[src/rtl/vga_text_pkg.sv]
// Shared constants and FSM state type for the VGA text writer.
// VGA_TEXT_WRITER_CLEAR_EN adds the CLEAR state used by the form-feed screen clear.
package vga_text_pkg;

  localparam int          N_COL       = 80;
  localparam int          N_ROW       = 30;
  localparam logic [14:0] BUF_BASE    = 15'h4000;
  localparam int          CLEAR_WORDS = 600;

  localparam logic [7:0] ASCII_LF    = 8'h0A;
  localparam logic [7:0] ASCII_CR    = 8'h0D;
  localparam logic [7:0] ASCII_BS    = 8'h08;
  localparam logic [7:0] ASCII_FF    = 8'h0C;
  localparam logic [7:0] ASCII_SPACE = 8'h20;

  typedef enum logic [1:0] {
    IDLE  = 2'd0,
    WRITE = 2'd1
`ifdef VGA_TEXT_WRITER_CLEAR_EN
    ,CLEAR = 2'd2
`endif
  } state_e;

  function automatic logic is_printable(input logic [7:0] c);
    return (c >= 8'h20) && (c <= 8'h7E);
  endfunction

endpackage

[src/rtl/vga_text_cursor.sv]
// Text cursor position: column/row counters with line wrap, screen wrap,
// newline, carriage return, saturating backspace and home.
module vga_text_cursor
  import vga_text_pkg::*;
(
  input  logic       clk_i,
  input  logic       rstn_i,
  input  logic       adv_i,
  input  logic       newline_i,
  input  logic       cr_i,
  input  logic       bs_i,
  input  logic       home_i,
  output logic [6:0] col_o,
  output logic [4:0] row_o
);

  logic [6:0] col_q, col_d;
  logic [4:0] row_q, row_d;
  logic [4:0] row_inc;

  always_comb begin
    row_inc = (row_q == 5'(N_ROW - 1)) ? 5'd0 : row_q + 5'd1;
    col_d   = col_q;
    row_d   = row_q;
    if (home_i) begin
      col_d = '0;
      row_d = '0;
    end else if (adv_i) begin
      if (col_q == 7'(N_COL - 1)) begin
        col_d = '0;
        row_d = row_inc;
      end else begin
        col_d = col_q + 7'd1;
      end
    end else if (newline_i) begin
      col_d = '0;
      row_d = row_inc;
    end else if (cr_i) begin
      col_d = '0;
    end else if (bs_i && (col_q != 7'd0)) begin
      col_d = col_q - 7'd1;
    end
  end

  always_ff @(posedge clk_i or negedge rstn_i) begin
    if (!rstn_i) begin
      col_q <= '0;
      row_q <= '0;
    end else begin
      col_q <= col_d;
      row_q <= row_d;
    end
  end

  assign col_o = col_q;
  assign row_o = row_q;

endmodule

[src/rtl/vga_text_writer.sv]
// Turns a stream of ASCII bytes into AXI-lite byte writes into an 80x30 text buffer.
// VGA_TEXT_WRITER_CLEAR_EN enables form-feed (0x0C) clearing of the whole buffer.
module vga_text_writer
  import vga_text_pkg::*;
#(
  parameter int C_AXI_DATA_WIDTH = 32,
  parameter int C_AXI_ADDR_WIDTH = 15
) (
  input  logic                          clk_i,
  input  logic                          rstn_i,
  input  logic                          char_valid_i,
  input  logic [7:0]                    char_data_i,
  output logic                          char_ready_o,
  output logic [C_AXI_ADDR_WIDTH-1:0]   axil_waddr_o,
  output logic [C_AXI_DATA_WIDTH-1:0]   axil_wdata_o,
  output logic [C_AXI_DATA_WIDTH/8-1:0] axil_wstrb_o,
  output logic                          axil_wvalid_o,
  input  logic                          axil_wready_i,
  output logic [6:0]                    cursor_col_o,
  output logic [4:0]                    cursor_row_o,
  output logic                          busy_o
);

  localparam int AW     = C_AXI_ADDR_WIDTH;
  localparam int DW     = C_AXI_DATA_WIDTH;
  localparam int STRB_W = DW / 8;

  state_e            state_q, state_d;
  logic [AW-1:0]     addr_q, addr_d;
  logic [DW-1:0]     data_q, data_d;
  logic [STRB_W-1:0] strb_q, strb_d;
`ifdef VGA_TEXT_WRITER_CLEAR_EN
  logic [9:0]        clr_cnt_q, clr_cnt_d;
`endif

  logic       cur_adv, cur_nl, cur_cr, cur_bs, cur_home;
  logic [6:0] cur_col;
  logic [4:0] cur_row;
  logic [11:0] tile;

  vga_text_cursor u_cursor (
    .clk_i     (clk_i),
    .rstn_i    (rstn_i),
    .adv_i     (cur_adv),
    .newline_i (cur_nl),
    .cr_i      (cur_cr),
    .bs_i      (cur_bs),
    .home_i    (cur_home),
    .col_o     (cur_col),
    .row_o     (cur_row)
  );

  assign tile = 12'(cur_row) * 12'(N_COL) + 12'(cur_col);

  always_comb begin
    state_d  = state_q;
    addr_d   = addr_q;
    data_d   = data_q;
    strb_d   = strb_q;
    cur_adv  = 1'b0;
    cur_nl   = 1'b0;
    cur_cr   = 1'b0;
    cur_bs   = 1'b0;
    cur_home = 1'b0;
`ifdef VGA_TEXT_WRITER_CLEAR_EN
    clr_cnt_d = clr_cnt_q;
`endif
    case (state_q)
      IDLE: begin
        if (char_valid_i) begin
          if (is_printable(char_data_i)) begin
            // Word-aligned address; the column's low two tile bits pick the byte lane.
            state_d = WRITE;
            addr_d  = AW'(BUF_BASE) + AW'({tile[11:2], 2'b00});
            data_d  = '0;
            data_d[8*int'(tile[1:0]) +: 8] = char_data_i;
            strb_d  = STRB_W'(1) << tile[1:0];
          end else if (char_data_i == ASCII_LF) begin
            cur_nl = 1'b1;
          end else if (char_data_i == ASCII_CR) begin
            cur_cr = 1'b1;
          end else if (char_data_i == ASCII_BS) begin
            cur_bs = 1'b1;
`ifdef VGA_TEXT_WRITER_CLEAR_EN
          end else if (char_data_i == ASCII_FF) begin
            state_d   = CLEAR;
            addr_d    = AW'(BUF_BASE);
            data_d    = {STRB_W{ASCII_SPACE}};
            strb_d    = '1;
            clr_cnt_d = '0;
`endif
          end
        end
      end
      WRITE: begin
        if (axil_wready_i) begin
          cur_adv = 1'b1;
          state_d = IDLE;
        end
      end
`ifdef VGA_TEXT_WRITER_CLEAR_EN
      CLEAR: begin
        if (axil_wready_i) begin
          if (clr_cnt_q == 10'(CLEAR_WORDS - 1)) begin
            cur_home = 1'b1;
            state_d  = IDLE;
          end else begin
            clr_cnt_d = clr_cnt_q + 10'd1;
            addr_d    = addr_q + AW'(4);
          end
        end
      end
`endif
      default: state_d = IDLE;
    endcase
  end

  always_ff @(posedge clk_i or negedge rstn_i) begin
    if (!rstn_i) begin
      state_q   <= IDLE;
      addr_q    <= '0;
      data_q    <= '0;
      strb_q    <= '0;
`ifdef VGA_TEXT_WRITER_CLEAR_EN
      clr_cnt_q <= '0;
`endif
    end else begin
      state_q   <= state_d;
      addr_q    <= addr_d;
      data_q    <= data_d;
      strb_q    <= strb_d;
`ifdef VGA_TEXT_WRITER_CLEAR_EN
      clr_cnt_q <= clr_cnt_d;
`endif
    end
  end

  // Ready is masked by reset so it reads low while rstn_i is held.
  assign char_ready_o  = rstn_i && (state_q == IDLE);
  assign busy_o        = (state_q != IDLE);
  assign axil_wvalid_o = (state_q != IDLE);
  assign axil_waddr_o  = addr_q;
  assign axil_wdata_o  = data_q;
  assign axil_wstrb_o  = strb_q;
  assign cursor_col_o  = cur_col;
  assign cursor_row_o  = cur_row;

endmodule

[config.mk]
export PLATFORM = sky130hd
export DESIGN_NAME = vga_text_writer
export DESIGN_NICKNAME = d
export VERILOG_FILES = /design/src/rtl/vga_text_pkg.sv /design/src/rtl/vga_text_cursor.sv /design/src/rtl/vga_text_writer.sv
export SDC_FILE = /design/constraint.sdc
export NUM_CORES = 1
export LEC_CHECK = 0
export CAP_MARGIN = 20
export CORE_AREA = 2 2 87 89
export CTS_CLUSTER_SIZE = 28
export DETAILED_ROUTE_END_ITERATION = 7
export DIE_AREA = 0 0 89 91
export PLACE_DENSITY = 0.76
export SLEW_MARGIN = 20
export SYNTH_ARGS = -nofsm -noshare
export SYNTH_HDL_FRONTEND = slang
export SYNTH_SLANG_ARGS = --single-unit
export TNS_END_PERCENT = 20
[constraint.sdc]
create_clock -name clk_i -period 1.95 [get_ports clk_i]
set_input_delay 0.39 -clock clk_i [delete_from_list [all_inputs] [get_ports clk_i]]
set_output_delay 0.39 -clock clk_i [all_outputs]
set_load 0.02 [all_outputs]
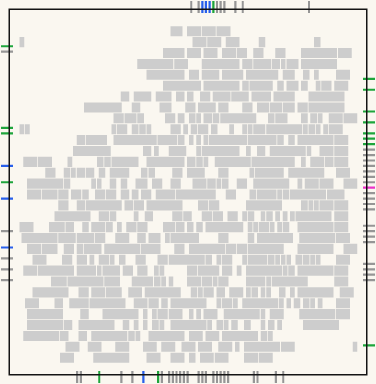
*Pin placement, run 1*
(4 px per µm) Pins as bars across the die edge, other pins in grey.
- `char_valid_i`: magenta (pins 1; direction input; edge right)
- `cursor_col_o`: blue (pins 7; direction output; edge 3 left, 3 top, 1 bottom)
- `axil_waddr_o`: green (pins 15; direction output; edge 8 right, 4 left, 2 bottom, 1 top)
- all pins by edge: 28 right, 26 bottom, 12 left, 12 top

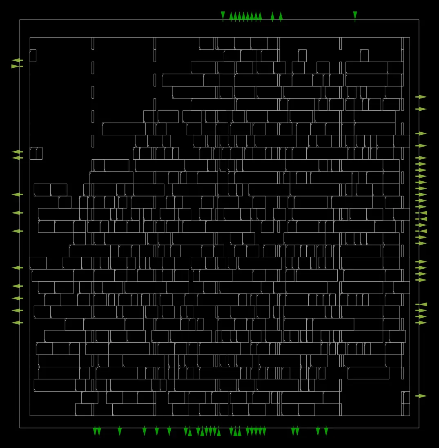
*Placed standard cells, run 1*
site row count: 31
post-route insts no fill: 548
CORE AREA: 7140 µm²

==> results.tsv, run 1 <==
stage	metric	value	unit
finish	P&R area growth vs syn	45.1	%
synthesis	synth cell count leaders	nand2_1, dfrtp_1, o21ai_0	
synthesis	number of unique standard cell types used by synthesis	46	
critical_path	most repeated library cell on the critical path	a21oi_1	
power	leakage power	0.00198	µW
critical_path	kind of end point of the critical path	flip-flop	
synthesis	asr flop ratio synth	1.00	
synthesis	simple share	0.197	
critical_path	Crit path required time	2.17	ns
global_routing	via count of the first global-routing pass	2758	
timing	number of hold-slack violations in the final timing report	0	
critical_path	crit path capture	axil_waddr_o[11]	
synthesis	main logic family after synthesis	simple AND/OR/NAND/NOR gates	
detailed_routing	vias per std cell	5.11	
timing	max-slew violation count	0	
global_routing	maximum number of pins on one net before global-route repair	61	
global_routing	number of antenna violations at the first check in global routing	0	
status	violated checks	negative setup slack	
synthesis	cell type contributing the most total cell area after synthesis	dfrtp_1	
synthesis	ys cells	334	
detailed_routing	number of design rule violations left after detail routing	0	
cts	Clock H-tree levels	3	
placed_design	HPWL Detailed	5870	µm
critical_path	maximum fanout count along the critical path	4	
timing	Period minus WS final	1.96	ns
cts	master cell of the clock root buffer	clkbuf_8	
synthesis	most frequent cell after synthesis	nand2_1	
power	power per cell area	1000	nW/µm²
cts	cts bufs inserted	9	
synthesis	Top-area cell share	0.475	
cts	clock tree from TritonCTS	built	
finish	Commonest Layout Cell	nand2_1	
finish	total inserted antenna cells	0	
critical_path	category of the most critical setup path	flip-flop to flip-flop	
critical_path	data arrival time of the critical path	2.19	ns
global_routing	overall fraction of global-route tracks in use	0.204	
job	MaxCap Viol Count	0	
critical_path	kind of start point of the critical path	flip-flop	
critical_path	critical register-to-register path endpoint	axil_waddr_o[11]	
finish	commonest cells after routing, fill and taps aside	nand2_1, clkdlybuf4s50_1, dfrtp_1	
synthesis	warnings from Yosys	0	
status	result of the run	finished, violations left	
cts	clk buf depth	2	
finish	fin nets	474	
critical_path	cells traversed along the worst timing path	ha_4 -> ha_1 -> a21o_1 -> a21oi_1 -> xnor2_1 -> a311oi_1 -> a21oi_1	
timing	headroom to the max-slew limit	0.495	
critical_path	count of buffer and inverter cells on the critical path	0	
timing	final setup margin	-0.0150	ns
power	portion of total power attributed to sequential cells	0.364	
critical_path	R2R depth	7	
critical_path	cell count along the critical path	7	
synthesis	Yosys Chip Area	3160	µm²
cts	clock insertion delay at the later pin of the skew report	0.34	ns
floorplanning	die span in y	91	µm
critical_path	critical path's largest stage delay	0.44	ns
timing	Setup-failing EPs final	1	
synthesis	top_reg_cell synth	dfrtp_1	
finish	share of final-layout standard cells stronger than drive strength 1	0.223	
power	largest vdd supply drop	0.000704	V
synthesis	mean cell area of the mapped netlist	9.47	µm²
synthesis	and-or/or-and share of the synthesized area	0.153	
floorplanning	total die size	8100	µm²
finish	Post-Route Utilization	0.643	
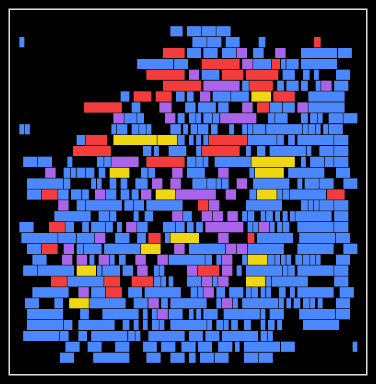
*Cell sizes after repair, run 1*
(4 px per µm)
- _6 and larger: yellow (cells 14)
- _0 and _1 cells: blue (cells 349)
- _2 cells: red (cells 31)
- _3 and _4 cells: purple (cells 55)

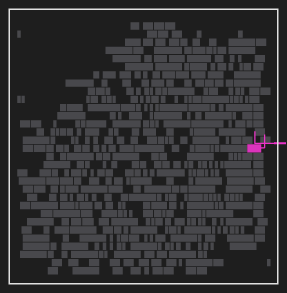
*Wires at chosen ports, followed through buffers, run 1*
(3 px per µm)
- `char_valid_i`: magenta (bits 1; direction input; end cells 1; buffers 1; wire 16.8 µm)

-- run 1: state kept, by name, summed over array words and instances (netlist names) --
| name | count |
|---|---|
| u_cursor.col_o | 7 |
| axil_wdata_o | 32 |
| axil_wstrb_o | 4 |
| state_q | 1 |
| u_cursor.row_o | 5 |
| axil_waddr_o | 11 |
-- run 1: power by group through the flow --
stage	combinational [µW]	clock, µW	sequential (µW)
after floorplan	700	0	1850
after global placement	1630	0	1680
after detailed placement	1670	0	1680
after CTS	1670	1250	1670
after global routing	1820	1280	1710
final	1690	1230	1670
-- run 1: metal layers --
layer | vias up | GRT usage | routed length (µm)
met5 | - | 0 | 0
met4 | 0 | 0.0858 | 133
met3 | 13 | 0.0373 | 326
met2 | 77 | 0.338 | 4080
met1 | 1342 | 0.257 | 3470
li1 | 1366 | - | -
-- run 1: area by class of cell --
cell class / count / area, µm² / area share
Clock inverter: 4 / 73.8 / 0.0161
Tap cell: 99 / 124 / 0.0270
Sequential cell: 60 / 1510 / 0.329
Clock buffer: 11 / 141 / 0.0308
Timing Repair Buffer: 124 / 1130 / 0.247
Multi-Input combinational cell: 242 / 1580 / 0.344
Inverter: 8 / 30.0 / 0.00654
-- run 1: kinds of logic after synthesis --
group,Yosys count
AND/OR/NAND/NOR,128
AND-OR/OR-AND,79
flip-flops,60
buffers and inverters,35
adder cells (fa/ha/maj),17
XOR/XNOR,7
multiplexers,7
other,1
-- run 1: per-stage QoR --
stage	power, µW	TNS (ns)	setup slack (ns)	instances	instance area [µm²]
after floorplan	2550	-0.0184	-0.0132	337	3220
after global placement	3310	-6.71	-0.217	532	4330
after detailed placement	3350	-7.92	-0.218	532	4330
after CTS	4590	-0.0371	-0.0354	548	4560
after global routing	4820	-0.259	-0.0969	548	4590
final	4600	-0.0150	-0.0150	548	4590
### Gate-type map, run 1

(4 px per µm)
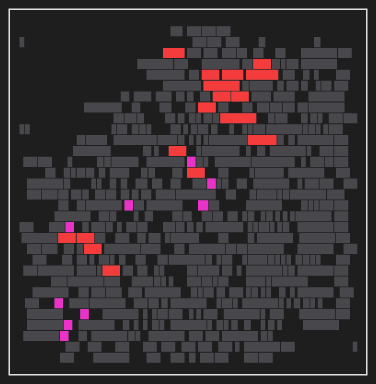

==> run 2, diff against run 1 <==
--- a/config.mk
+++ b/config.mk
@@ -5,13 +5,14 @@
 export SDC_FILE = /design/constraint.sdc
 export NUM_CORES = 1
 export LEC_CHECK = 0
+export ABC_AREA = 1
 export CAP_MARGIN = 20
-export CORE_AREA = 2 2 87 89
+export CORE_AREA = 2 2 89 91
 export CTS_CLUSTER_SIZE = 28
 export DETAILED_ROUTE_END_ITERATION = 7
-export DIE_AREA = 0 0 89 91
+export DIE_AREA = 0 0 91 93
 export PLACE_DENSITY = 0.76
-export SLEW_MARGIN = 20
+export REMOVE_ABC_BUFFERS = 1
 export SYNTH_ARGS = -nofsm -noshare
 export SYNTH_HDL_FRONTEND = slang
 export SYNTH_SLANG_ARGS = --single-unit
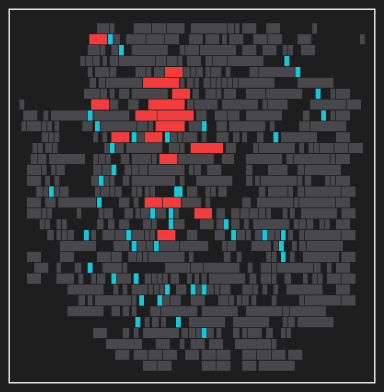
*Gate-type map, run 2*
(4 px per µm)
- adder and majority cells: red (cells 17)
- inverters: cyan (cells 42)

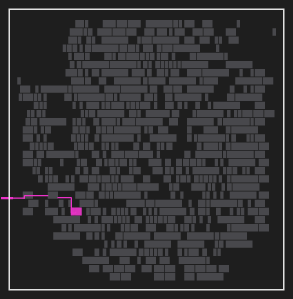
*Wires at chosen ports, followed through buffers, run 2*
(3 px per µm)
- `char_valid_i`: magenta (bits 1; direction input; end cells 2; buffers 1; wire 24.5 µm)

==> run 2 against run 1 <==
  * The flow now finishes without violations
  * Maximum frequency is 1.1% higher
  * Clock power is about 10% lower
  * Clock-buffer cell count is 1 lower
  * Total power is 9.8% higher
  * First-iteration DRC count is 35% higher
  * Setup slack better by 0.021 ns
  * Non-clock buffer count is 20 lower
  * Synthesized cell count is 27% higher
  * Sequential power hardly changed
  * Die area is 4.5% higher
  * Global-route usage is 0.56 points higher
  * Critical endpoint is now axil_waddr_o[10]
  * Largest power group unchanged
  * Highest routed layer unchanged
==> results.tsv, run 2 <==
stage	metric	value	unit
job	MaxCap Viol Count	0	
timing	number of hold-slack violations in the final timing report	0	
critical_path	count of buffer and inverter cells on the critical path	0	
synthesis	asr flop ratio synth	1.00	
finish	share of final-layout standard cells stronger than drive strength 1	0.160	
global_routing	global route hottest layer	met2	
finish	Biggest Area Class	combinational gates	
finish	post-route insts no fill	627	
power	power per cell area	1090	nW/µm²
synthesis	mean cell area of the mapped netlist	7.99	µm²
synthesis	Yosys Chip Area	3380	µm²
placed_design	HPWL Detailed	6200	µm
critical_path	cell count along the critical path	8	
finish	Flop Count	60	
power	leakage power	0.00234	µW
cts	clock tree from TritonCTS	built	
cts	clk buf depth	2	
placed_design	standard cell area after detailed placement	4350	µm²
global_routing	maximum number of pins on one net before global-route repair	61	
timing	final setup TNS	0	ns
power	Final Total Pwr	5050	µW
finish	total inserted antenna cells	0	
cts	Clock H-tree levels	3	
power	largest power group	combinational cells	
synthesis	warnings from Yosys	0	
synthesis	and-or/or-and share of the synthesized area	0.0666	
finish	combined flip-flop and latch cell area	1500	µm²
power	power attributed to the clock group	1100	µW
critical_path	kind of start point of the critical path	flip-flop	
finish	Post-Route Utilization	0.613	
finish	Clock-cell share	0.0412	
cts	cts bufs inserted	9	
power	portion of total power attributed to sequential cells	0.337	
floorplanning	total die size	8460	µm²
power	largest vdd supply drop	0.000733	V
finish	Gate Area	1660	µm²
timing	Setup-failing EPs final	0	
synthesis	top post-synthesis cells by area	dfrtp_1, nand2_1, ha_1	
status	result of the run	complete, no violations	
timing	headroom to the max-slew limit	0.509	
finish	P&R area growth vs syn	36.6	%
critical_path	Crit path required time	2.18	ns
finish	multi-input combinational cell count	304	
finish	NonClk Buf Share	0.212	
finish	number of flip-flops in the largest register	32	
synthesis	main logic family after synthesis	simple AND/OR/NAND/NOR gates	
floorplanning	CORE AREA	7530	µm²
critical_path	R2R depth	8	
finish	sequential portion of the cell area	0.325	
cts	clock insertion delay at the later pin of the skew report	0.34	ns
timing	max-slew violation count	0	
global_routing	met1 demand-to-capacity share in global routing	0.256	
detailed_routing	number of design rule violations left after detail routing	0	
critical_path	critical path's largest stage delay	0.41	ns
floorplanning	site row count	32	
finish	count of clock-net buffers in the final layout	10	
global_routing	overall fraction of global-route tracks in use	0.209	
power	part of the power in combinational logic	0.445	
finish	commonest cells after routing, fill and taps aside	nand2_1, clkdlybuf4s50_1, dfrtp_1	
detailed_routing	vias per std cell	4.94	
global_routing	number of antenna violations at the first check in global routing	0	
finish	bufs w/o clock	104	
placed_design	number of placed instances, taps included	612	
synthesis	ys cells	423	
critical_path	cells traversed along the worst timing path	ha_4 -> ha_4 -> fa_2 -> xnor2_2 -> nand3b_1 -> and2_4 -> o21ai_2 -> nand2_1	
finish	Commonest Layout Cell	nand2_1	
synthesis	most frequent cell after synthesis	nand2_1	
timing	Period minus WS final	1.94	ns
floorplanning	die span in y	93	µm
synthesis	cell type contributing the most total cell area after synthesis	dfrtp_1	
finish	multi-input logic portion of the cell area	0.359	
power	Power Sequential	1700	µW
finish	fin nets	550	
critical_path	most repeated library cell on the critical path	ha_4	
finish	Inverters, non-clock	42	
critical_path	data arrival time of the critical path	2.18	ns
critical_path	kind of end point of the critical path	flip-flop	
timing	final setup margin	0.00576	ns
global_routing	met2 GRT Util	0.354	
synthesis	Top-area cell share	0.444	
run 2: cell count changes in the layout (fill, tap and decap cells not counted), moves of 7 or more:
cell | previous run | this run
nand2_1 | 72 | 144
inv_1 | 8 | 36
buf_4 | 49 | 30
nand3_1 | 6 | 25
o21ai_0 | 44 | 28
nand4_1 | 5 | 16
nor2_1 | 8 | 18
o21ai_1 | 1 | 11
a21oi_1 | 11 | 2
dfrtp_1 | 52 | 59
dfrtp_2 | 8 | 1
mux2_2 | 7 | 0
nand2_2 | 0 | 7
run 2: kinds of logic (layout without fill, tap and decap cells):
| family | count (synthesis) | after routing |
|---|---|---|
| AND/OR/NAND/NOR | 229 | 229 |
| buffers and inverters | 62 | 161 |
| flip-flops | 60 | 60 |
| AND-OR/OR-AND | 44 | 44 |
| adder cells (fa/ha/maj) | 17 | 17 |
| XOR/XNOR | 9 | 9 |
| other | 1 | 4 |
| multiplexers | 1 | 1 |
run 2: repair_timing:
action,in CTS,in global routing
setup buffers,0,0
pin swaps,3,2
setup endpoints to repair,4,7
gates resized,6,12
hold endpoints to repair,0,0
run 2: path summary, 6_finish.rpt:
path                                           to  slack, ns              start
worst min-delay path             axil_wdata_o[23]       0.21             rstn_i
worst max-delay path             axil_waddr_o[10]      0.006  u_cursor.row_o[3]
min in group clk_i               axil_wdata_o[23]       0.47   axil_wdata_o[23]
max in group asynchronous       u_cursor.col_o[2]       1.20             rstn_i
worst min register to register   axil_wdata_o[23]       0.47   axil_wdata_o[23]
worst max register to register   axil_waddr_o[10]      0.006  u_cursor.row_o[3]
run 2: layer usage:
metal	share of wire	wire length (µm)
met5	0	0
met4	0.027	230
met3	0.048	401
met2	0.49	4150
met1	0.43	3660
### Pin placement, run 2

(4 px per µm) Pins as bars across the die edge, other pins in grey.
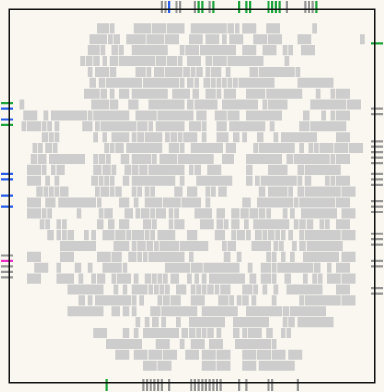

==> run 3, diff against run 2 <==
--- a/config.mk
+++ b/config.mk
@@ -7,13 +7,14 @@
 export LEC_CHECK = 0
 export ABC_AREA = 1
 export CAP_MARGIN = 20
-export CORE_AREA = 2 2 89 91
+export CORE_AREA = 2 2 88 90
 export CTS_CLUSTER_SIZE = 28
 export DETAILED_ROUTE_END_ITERATION = 7
-export DIE_AREA = 0 0 91 93
-export PLACE_DENSITY = 0.76
+export DIE_AREA = 0 0 90 92
+export PLACE_DENSITY = 0.77
 export REMOVE_ABC_BUFFERS = 1
 export SYNTH_ARGS = -nofsm -noshare
 export SYNTH_HDL_FRONTEND = slang
+export SYNTH_HIERARCHICAL = 1
 export SYNTH_SLANG_ARGS = --single-unit
 export TNS_END_PERCENT = 20
==> constraint.sdc (replaced) <==
create_clock -name clk_i -period 1.8 [get_ports clk_i]
set_input_delay 0.36 -clock clk_i [delete_from_list [all_inputs] [get_ports clk_i]]
set_output_delay 0.36 -clock clk_i [all_outputs]
set_load 0.02 [all_outputs]
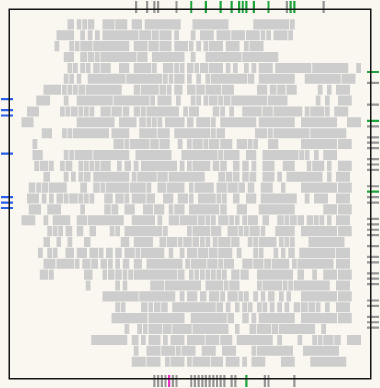
*Pin placement, run 3*
(4 px per µm) Pins as bars across the die edge, other pins in grey.
- `cursor_col_o`: blue (pins 7; direction output; edge left)
- `char_valid_i`: magenta (pins 1; direction input; edge bottom)
- `axil_waddr_o`: green (pins 15; direction output; edge 11 top, 3 right, 1 bottom)

==> run 3 against run 2 <==
  * The flow now finishes with violations (negative setup slack)
  * Via count increased by 13%
  * Clock power increased by 22%
  * Design area up 9.9%
  * Sequential power up 5%
  * Die area fell by 2.2%
  * Cell count increased by 11%
  * Global-route usage rose by 1.9 points
  * Critical path depth grew 2
  * Sequential share of layout area down 2.9 points
  * First-iteration DRC count is 12% higher
  * Total power is 10% higher
  * Clock-buffer cell count rose by 1
  * Critical endpoint unchanged
  * Largest cell class unchanged
  * Largest power group unchanged
  * Highest routed layer unchanged
==> results.tsv, run 3 <==
stage	metric	value	unit
cts	cts bufs inserted	9	
floorplanning	die span in y	92	µm
cts	Clock H-tree levels	3	
synthesis	mean cell area of the mapped netlist	7.66	µm²
placed_design	number of placed instances, taps included	677	
synthesis	top post-synthesis cells by area	dfrtp_1, nand2_1, ha_1	
cts	clk buf depth	2	
synthesis	cell type contributing the most total cell area after synthesis	dfrtp_1	
timing	final worst clock skew	0.00878	ns
timing	headroom to the max-slew limit	0.499	
power	Net Switching	2170	µW
synthesis	Yosys Chip Area	3550	µm²
power	part of the power in the clock network	0.241	
cts	buffers inserted during post-CTS setup optimization	1	
detailed_routing	vias per std cell	5.05	
timing	Period minus WS final	1.96	ns
cts	clock tree from TritonCTS	built	
cts	number of sinks on the clock net	60	
power	cell-internal power	3380	µW
power	part of the power in combinational logic	0.439	
critical_path	register-to-register path setup slack	-0.16	ns
floorplanning	CORE AREA	7450	µm²
global_routing	via count of the first global-routing pass	3289	
synthesis	and-or/or-and share of the synthesized area	0.0961	
synthesis	flip-flops with a built-in enable	0	
finish	number of flip-flops in the largest register	32	
timing	number of hold-slack violations in the final timing report	0	
detailed_routing	violation tally from detailed-route iteration zero	193	
timing	final setup margin	-0.162	ns
power	largest vdd supply drop	0.000553	V
cts	master cell of the clock root buffer	clkbuf_8	
synthesis	number of unique standard cell types used by synthesis	37	
finish	total inserted antenna cells	0	
floorplanning	site row count	32	
finish	Commonest Layout Cell	nand2_1	
critical_path	maximum fanout count along the critical path	2	
critical_path	cells traversed along the worst timing path	ha_4 -> ha_4 -> fa_2 -> inv_2 -> nor2_4 -> nand2_2 -> inv_2 -> nand2_2 -> nand3_2 -> nand2_1	
synthesis	warnings from Yosys	6	
critical_path	kind of start point of the critical path	flip-flop	
critical_path	category of the most critical setup path	flip-flop to flip-flop	
critical_path	kind of end point of the critical path	flip-flop	
power	power per cell area	1090	nW/µm²
critical_path	reg-to-reg critical path startpoint	u_cursor/row_o[3]	
detailed_routing	average wire per cell in the routed design	14.0	µm
placed_design	HPWL Detailed	6740	µm
timing	final setup TNS	-0.476	ns
synthesis	xor+xnor area frac	0.00739	
critical_path	R2R depth	10	
detailed_routing	number of design rule violations left after detail routing	0	
placed_design	standard cell area after detailed placement	4680	µm²
critical_path	critical register-to-register path endpoint	axil_waddr_o[10]	
finish	fin nets	620	
cts	total of cells resized after clock tree synthesis	30	
timing	max-slew violation count	0	
synthesis	top_reg_cell synth	dfrtp_1	
synthesis	asr flop ratio synth	1.00	
floorplanning	total die size	8280	µm²
cts	Hold Buf Count CTS	0	
finish	cell area after layout	5080	µm²
placed_design	worst slack after detailed placement	-0.530	ns
power	Final Total Pwr	5550	µW
timing	final worst hold slack	0.183	ns
synthesis	synth cell count leaders	nand2_1, dfrtp_1, inv_1	
power	leakage power	0.00256	µW
critical_path	Crit path required time	2.04	ns
finish	commonest cells after routing, fill and taps aside	nand2_1, dfrtp_1, clkdlybuf4s50_1	
synthesis	Post-Syn Instances	464	
status	result of the run	finished, violations left	
critical_path	critical path's largest stage delay	0.54	ns
synthesis	Top-area cell share	0.422	
cts	post-CTS clock slew at the launch and capture registers of the worst setup and hold paths	0.07	ns
global_routing	overall fraction of global-route tracks in use	0.228	
synthesis	simple share	0.299	
global_routing	maximum number of pins on one net before global-route repair	61	
power	portion of total power attributed to sequential cells	0.320	
synthesis	most frequent cell after synthesis	nand2_1	
cts	clock insertion delay at the later pin of the skew report	0.34	ns
job	MaxCap Viol Count	0	
critical_path	data arrival time of the critical path	2.20	ns
status	violated checks	negative setup slack	
synthesis	main logic family after synthesis	simple AND/OR/NAND/NOR gates	
synthesis	area share of fa/ha/maj cells after synthesis	0.0746	
global_routing	number of antenna violations at the first check in global routing	0	
timing	Setup-failing EPs final	4	
finish	share of final-layout standard cells stronger than drive strength 1	0.231	
critical_path	count of buffer and inverter cells on the critical path	2	
synthesis	ys cells	464	
timing	unrepaired setup endpoints after global routing	yes	
finish	P&R area growth vs syn	42.8	%
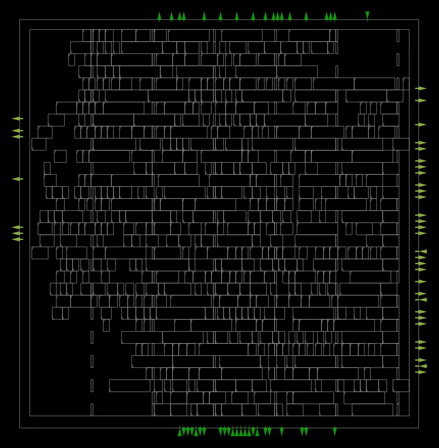
*Placed standard cells, run 3*
Post-Route Utilization: 0.682
sequential portion of the cell area: 0.297
post-route insts no fill: 695
number of filler instances in the final layout: 621

## run 3: area by class of cell
class,count,area [µm²],share of cell area
multi-input cells,337,1880,0.371
clock inverters,5,75.1,0.0148
well taps,102,128,0.0251
repair buffers,126,1130,0.223
clock buffers,11,141,0.0279
inverters,54,210,0.0414
flip-flops and latches,60,1510,0.297
## run 3: worst reg2reg max path: cells and delay by family (launching register included)
family | cells | cell delay [ns]
buffers and inverters | 2 | 0.11
adder cells (fa/ha/maj) | 3 | 0.96
flip-flops | 1 | 0.42
AND/OR/NAND/NOR | 5 | 0.35
## run 3: worst max path at each step
stage                                 start           endpoint  slack, ns  cells after the start
after global placement       char_data_i[6]  u_cursor/col_o[3]      -0.42                     14
after detailed placement     char_data_i[6]  u_cursor/col_o[5]      -0.53                     14
final                     u_cursor/row_o[3]   axil_waddr_o[10]      -0.16                     10
after CTS                 u_cursor/row_o[2]   axil_waddr_o[10]      -0.14                     10
after global routing      u_cursor/row_o[3]   axil_waddr_o[11]      -0.21                     10
after floorplan           u_cursor/row_o[1]   axil_waddr_o[10]      -0.35                     10
## run 3: metal layers
| layer | vias up | share of wire | global-route usage | wire length [µm] |
|---|---|---|---|---|
| li1 | 1710 | - | - | - |
| met1 | 1646 | 0.42 | 0.289 | 4100 |
| met2 | 127 | 0.50 | 0.382 | 4850 |
| met3 | 28 | 0.049 | 0.0444 | 475 |
| met4 | 0 | 0.029 | 0.0987 | 282 |
| met5 | - | 0 | 0 | 0 |
## run 3: power groups by stage
stage / combinational, µW / sequential, µW / clock (µW)
2_1_floorplan: 944 / 2110 / 0
3_3_place_gp: 2340 / 1780 / 0
3_5_place_dp: 2370 / 1790 / 0
4_1_cts: 2380 / 1770 / 1350
5_1_grt: 2650 / 1810 / 1420
6_report: 2440 / 1780 / 1340
Power figures rest on the tool's default switching activity, not on a simulated workload.
